<file path="src/rtl/merge_out_writer_pkg.sv">
// Shared constants, state encoding and helpers for the merge output writer.
package merge_out_writer_pkg;

    localparam int REC_W      = 32;
    localparam int P          = 8;
    localparam int TUP_W      = P * REC_W;
    localparam int LINE_W     = 2 * TUP_W;
    localparam int LINE_BYTES = 64;

    localparam logic [REC_W-1:0] PAD = 32'hFFFF_FFFF;

    typedef enum logic [1:0] {
        IDLE  = 2'd0,
        RUN   = 2'd1,
        FLUSH = 2'd2,
        DONE  = 2'd3
    } state_e;

    // Upper half used to complete a lone half line at the end of a flushed pass.
    function automatic logic [TUP_W-1:0] pad_tuple();
        return {P{PAD}};
    endfunction

endpackage

</file>
<file path="src/rtl/merge_out_writer_fifo.sv">
// Synchronous tuple FIFO. The head entry is always presented on o_data;
// a push is only visible at the head on the following cycle.
module out_tuple_fifo #(
    parameter int W     = 256,
    parameter int DEPTH = 16,
    localparam int AW   = $clog2(DEPTH)
) (
    input  logic          i_clk,
    input  logic          i_rst_n,
    input  logic          i_push,
    input  logic [W-1:0]  i_data,
    input  logic          i_pop,
    output logic [W-1:0]  o_data,
    output logic [AW:0]   o_count,
    output logic          o_full,
    output logic          o_empty
);

    logic [W-1:0]  mem_q [DEPTH];
    logic [AW-1:0] wr_ptr_q, rd_ptr_q;
    logic [AW:0]   count_q;
    logic          push_ok, pop_ok;

    assign o_full  = (count_q == (AW+1)'(DEPTH));
    assign o_empty = (count_q == '0);
    assign o_count = count_q;
    assign o_data  = mem_q[rd_ptr_q];

    // Ignore a push while full or a pop while empty so the pointers never corrupt.
    assign push_ok = i_push && !o_full;
    assign pop_ok  = i_pop && !o_empty;

    // Storage array; contents are don't-care until written, so it carries no reset.
    always_ff @(posedge i_clk) begin
        if (push_ok) begin
            mem_q[wr_ptr_q] <= i_data;
        end
    end

    // Pointer and occupancy tracking; depth is a power of two so pointers wrap naturally.
    always_ff @(posedge i_clk) begin
        if (!i_rst_n) begin
            wr_ptr_q <= '0;
            rd_ptr_q <= '0;
            count_q  <= '0;
        end else begin
            if (push_ok) wr_ptr_q <= wr_ptr_q + 1'b1;
            if (pop_ok)  rd_ptr_q <= rd_ptr_q + 1'b1;
            case ({push_ok, pop_ok})
                2'b10:   count_q <= count_q + 1'b1;
                2'b01:   count_q <= count_q - 1'b1;
                default: count_q <= count_q;
            endcase
        end
    end

endmodule

</file>
<file path="src/rtl/merge_out_writer.sv">
// Sink behind the merger-tree root: buffers tuples, pairs them into 512-bit
// lines and writes them to consecutive line addresses, then reports completion.
//
// Handshakes: the input side transfers a tuple on a cycle where i_write and
// o_ready are both 1 (o_ready never looks at i_write); the memory side holds
// o_mem_valid, o_mem_addr and o_mem_data stable until a cycle where
// i_mem_ready is 1, which completes the transfer.
module merge_out_writer
    import merge_out_writer_pkg::*;
#(
    parameter int ADDR_W = 64,
    parameter int DEPTH  = 16
) (
    input  logic              i_clk,
    input  logic              i_rst_n,
    input  logic              i_start,
    input  logic [ADDR_W-1:0] i_base_addr,
    input  logic [31:0]       i_num_lines,
    input  logic              i_flush,
    input  logic              i_write,
    input  logic [TUP_W-1:0]  i_data,
    output logic              o_ready,
    output logic              o_mem_valid,
    output logic [ADDR_W-1:0] o_mem_addr,
    output logic [LINE_W-1:0] o_mem_data,
    input  logic              i_mem_ready,
    output logic              o_busy,
    output logic              o_done,
    output logic [31:0]       o_lines_written,
    output logic              o_overflow,
    output state_e            o_dbg_state
);

    localparam int CW = $clog2(DEPTH) + 1;

    state_e             state_q, state_d;
    logic [ADDR_W-1:0]  addr_q, addr_d;
    logic [31:0]        num_lines_q, num_lines_d;
    logic [31:0]        lines_q, lines_d;
    logic [TUP_W-1:0]   half_q, half_d;
    logic               half_vld_q, half_vld_d;
    logic               mem_valid_q, mem_valid_d;
    logic [LINE_W-1:0]  mem_data_q, mem_data_d;
    logic               overflow_q, overflow_d;
    logic               done_q, done_d;

    logic               fifo_push, fifo_pop;
    logic [TUP_W-1:0]   fifo_head;
    logic [CW-1:0]      fifo_count;
    logic               fifo_full, fifo_empty;

    logic               busy, can_issue, mem_hs, excess;
    logic [33:0]        tuples_committed;

    out_tuple_fifo #(
        .W     (TUP_W),
        .DEPTH (DEPTH)
    ) u_fifo (
        .i_clk   (i_clk),
        .i_rst_n (i_rst_n),
        .i_push  (fifo_push),
        .i_data  (i_data),
        .i_pop   (fifo_pop),
        .o_data  (fifo_head),
        .o_count (fifo_count),
        .o_full  (fifo_full),
        .o_empty (fifo_empty)
    );

    assign busy      = (state_q == RUN) || (state_q == FLUSH);
    assign o_ready   = (state_q == RUN) && !fifo_full;
    assign can_issue = !mem_valid_q || i_mem_ready;
    assign mem_hs    = mem_valid_q && i_mem_ready;

    // Tuples already written or in flight; once they fill the pass, further tuples are excess.
    assign tuples_committed = {1'b0, lines_q, 1'b0} + 34'(fifo_count)
                            + 34'(half_vld_q) + {32'd0, mem_valid_q, 1'b0};
    assign excess    = tuples_committed >= {1'b0, num_lines_q, 1'b0};
    assign fifo_push = i_write && o_ready && !excess;

    // Next-state logic: packing, memory handshake, overflow tracking and pass control.
    always_comb begin
        state_d     = state_q;
        addr_d      = addr_q;
        num_lines_d = num_lines_q;
        lines_d     = lines_q;
        half_d      = half_q;
        half_vld_d  = half_vld_q;
        mem_valid_d = mem_valid_q;
        mem_data_d  = mem_data_q;
        overflow_d  = overflow_q;
        done_d      = 1'b0;
        fifo_pop    = 1'b0;

        if (mem_hs) begin
            mem_valid_d = 1'b0;
            addr_d      = addr_q + ADDR_W'(LINE_BYTES);
            lines_d     = lines_q + 32'd1;
        end

        if (busy) begin
            if (!fifo_empty) begin
                if (!half_vld_q) begin
                    fifo_pop   = 1'b1;
                    half_d     = fifo_head;
                    half_vld_d = 1'b1;
                end else if (can_issue) begin
                    fifo_pop    = 1'b1;
                    half_vld_d  = 1'b0;
                    mem_data_d  = {fifo_head, half_q};
                    mem_valid_d = 1'b1;
                end
            end else if ((state_q == FLUSH) && half_vld_q && can_issue) begin
                // No partner tuple will arrive: complete the line with pad records.
                half_vld_d  = 1'b0;
                mem_data_d  = {pad_tuple(), half_q};
                mem_valid_d = 1'b1;
            end
        end

        if (i_write && (!o_ready || excess)) begin
            overflow_d = 1'b1;
        end

        case (state_q)
            IDLE, DONE: begin
                if (i_start) begin
                    state_d     = RUN;
                    addr_d      = i_base_addr;
                    num_lines_d = i_num_lines;
                    lines_d     = 32'd0;
                    overflow_d  = 1'b0;
                end
            end
            RUN: begin
                // Use the post-handshake count so the final line and a flush can coincide.
                if (lines_d == num_lines_q) begin
                    state_d = DONE;
                    done_d  = 1'b1;
                end else if (i_flush) begin
                    state_d = FLUSH;
                end
            end
            FLUSH: begin
                if (fifo_empty && !half_vld_q && !mem_valid_q) begin
                    state_d = DONE;
                    done_d  = 1'b1;
                end
            end
            default: state_d = IDLE;
        endcase
    end

    // Register all state; reset clears outputs and abandons any outstanding request.
    always_ff @(posedge i_clk) begin
        if (!i_rst_n) begin
            state_q     <= IDLE;
            addr_q      <= '0;
            num_lines_q <= '0;
            lines_q     <= '0;
            half_q      <= '0;
            half_vld_q  <= 1'b0;
            mem_valid_q <= 1'b0;
            mem_data_q  <= '0;
            overflow_q  <= 1'b0;
            done_q      <= 1'b0;
        end else begin
            state_q     <= state_d;
            addr_q      <= addr_d;
            num_lines_q <= num_lines_d;
            lines_q     <= lines_d;
            half_q      <= half_d;
            half_vld_q  <= half_vld_d;
            mem_valid_q <= mem_valid_d;
            mem_data_q  <= mem_data_d;
            overflow_q  <= overflow_d;
            done_q      <= done_d;
        end
    end

    assign o_mem_valid     = mem_valid_q;
    assign o_mem_addr      = addr_q;
    assign o_mem_data      = mem_data_q;
    assign o_busy          = busy;
    assign o_done          = done_q;
    assign o_lines_written = lines_q;
    assign o_overflow      = overflow_q;
    assign o_dbg_state     = state_q;

endmodule
</file>
<file path="config.mk">
export PLATFORM = sky130hd
export DESIGN_NAME = merge_out_writer
export DESIGN_NICKNAME = d
export VERILOG_FILES = /design/src/rtl/merge_out_writer_pkg.sv /design/src/rtl/merge_out_writer_fifo.sv /design/src/rtl/merge_out_writer.sv
export SDC_FILE = /design/constraint.sdc
export NUM_CORES = 2
export LEC_CHECK = 0
export CAP_MARGIN = 40
export CORE_ASPECT_RATIO = 1.1
export CORE_MARGIN = 10
export CORE_UTILIZATION = 54
export CTS_CLUSTER_SIZE = 40
export DETAILED_ROUTE_END_ITERATION = 7
export PLACE_DENSITY = 0.82
export SLEW_MARGIN = 0
export SYNTH_ARGS = -nofsm -noshare
export SYNTH_HDL_FRONTEND = slang
export SYNTH_SLANG_ARGS = --single-unit
</file>
<file path="constraint.sdc">
create_clock -name i_clk -period 59.1 [get_ports i_clk]
set_input_delay 8.865 -clock i_clk [delete_from_list [all_inputs] [get_ports i_clk]]
set_output_delay 8.865 -clock i_clk [all_outputs]
set_load 0.02 [all_outputs]
</file>
Fig. 1: metal 4
Scale bar: 200 µm.
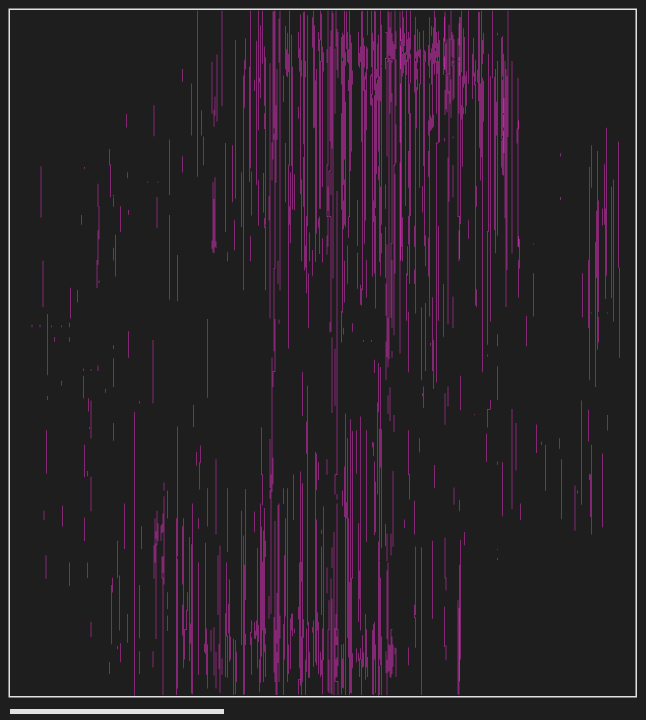
571 nets have wire on it. The layer holds 7.5% of the routed length. The wires run mostly vertical. The longest straight run is 282 µm.
DRT Wirelength: 570000 µm
via count: 106k

Fig. 2: clock routing
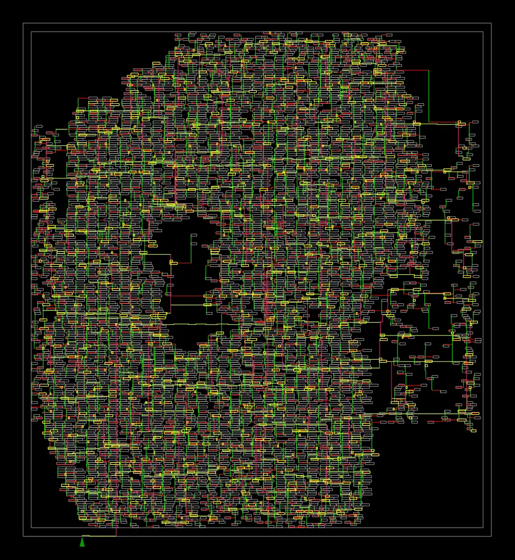
clk latency late pin: 990 ps
registers: 5015
Setup Skew: 53.1 ps
Clk power: 0.00306 W
CTS buffer count: 462

Fig. 3: clock network drawn from the DEF
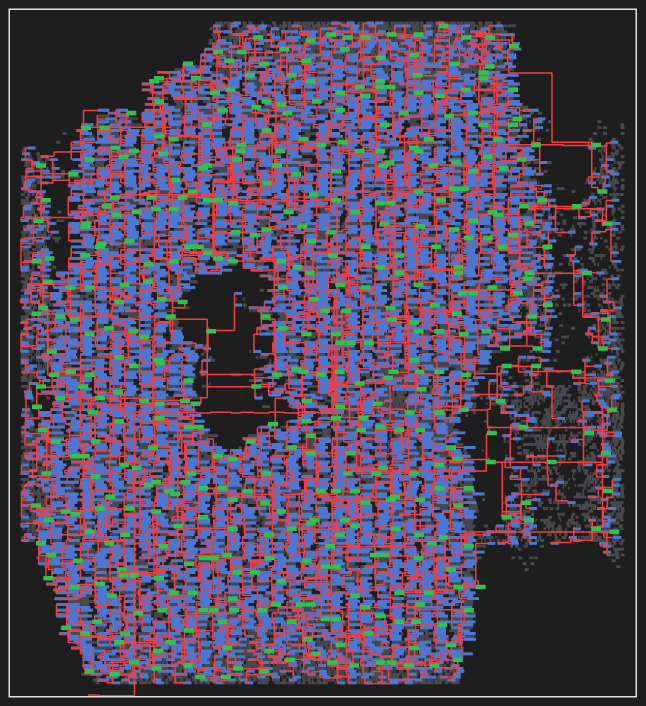
Key: red = clock wires [length 56.7 mm]; green = clock-net drivers [count 462]; blue = flip-flops [count 5015]
Position of the flops: spread over the die. There are 463 routed clock nets.
Clock power frac: 37.1%

## power breakdown
part | internal (W) | switching [W] | total [W]
sequential | 0.00393 | 0.0000737 | 0.00401
combinational | 0.000518 | 0.000680 | 0.00120
clock | 0.00171 | 0.00136 | 0.00306
## per-stage QoR
| stage | cell area (µm²) | hold slack (ps) | setup WS, ps | instances |
|---|---|---|---|---|
| after floorplan | 190000 | 441 | 29800 | 9797 |
| after global placement | 204000 | 451 | 45350 | 14900 |
| after detailed placement | 206000 | 457 | 46000 | 15000 |
| after CTS | 222000 | 440 | 46940 | 15900 |
| after global routing | 222000 | 480 | 46790 | 16000 |
| final | 222000 | 454 | 46840 | 16000 |
==> results.toml <==
# flow metrics
[status]
status = "finished, final reports clean"

[worst_setup_path]
required_ps = 59680
cp-startpoint = "i_write"
critPathKind = "in -> reg"
cpMostUsedCell = "buf_4"
worst_setup_path_start_kind = "primary input"
max_stage_delay_ps = 740
r2r_slack_ps = 49910
path_depth = 9

[global_routing]
grt_pass1_vias = 107000
top_usage_layer = "met2"
met3_usage_pct = 6.79
grt_pass1_wl_um = 805000
grt_max_degree = 171
grt_usage_pct = 29.4
grt.met2_usage_pct = 47.8
met1_usage_pct = 35.8
antenna_found_initial = 169

[power]
ir_drop_mv = 0.0292
power_density_mw_per_mm2 = 37.2
totalPowerFinal_w = 0.00827

[route]
ant_nets = 0
met1_length_um = 191000
top_layer = "met5"
wl_per_cell_um = 35.6
first_pass_iters = 8
drc_errors = 0
viasPerCell = 6.61

[finish]
buffer_area_share_pct = 5.86
seq_share_pct = 63.7
inverters = 57
largest_register = "u_fifo.mem_q"
antenna_cells = 130
drive_gt1_share_pct = 22.2
seq_area_mm2 = 0.141
syn2layout_area_growth_pct = 17.0
nNetsFinal = 11300
num-fill-cells = 22100
postLayoutCoreUtil_pct = 63.4
combGateArea_mm2 = 0.0460
layout_top_cell = "edfxtp_1"
largest_reg_flops = 4096
buffers = 1207
final_cell_mix = "edfxtp_1 (4096), mux4_2 (1250), nand2_1 (1212), clkdlybuf4s50_1 (971), dfxtp_1 (915)"
comb_cells = 4106

[final_timing]
period_used_pct = 20.7
fmax_ghz = 0.0816
report.final.slew_viol_count = 0
rsz0062_at_grt = "false"
hold_violations = 0

[synth]
syn_avg_cell_area_um2 = 19.4
top_cells_by_area = "edfxtp_1 (65%), mux4_2 (15%), dfxtp_1 (9.7%)"
syn-num-nets = 10200
netlist_instances = 9797
synth.distinct_cells = 76
yosysTopAreaCell = "edfxtp_1"
ys_warn_count = 0
edf_count = 4096
yosys.area_share.xor_xnor_pct = 0.650
ys_sh_aoi_pct = 4.51
flop_cell = "edfxtp_1"
ys_cells = 9797
synthTopCellsByCount = "edfxtp_1 (4096), mux4_2 (1250), nand2_1 (1213)"
numSynthFlops = 5015
top_area_share_pct = 64.8
synth_area_mm2 = 0.190

[place]
portBuffers = 972
gp_congestion = 0.892

[clock_tree]
clk_path_buf_depth = 4
cts_sinks = 5015
cts_resized = 0
cts_setup_buffers = 0
h-tree-depth = 5
clk_pin_slew_ps = 60

[die]
fp_util_pct = 54.2
die_y_um = 642
Power figures rest on the tool's default switching activity, not on a simulated workload.
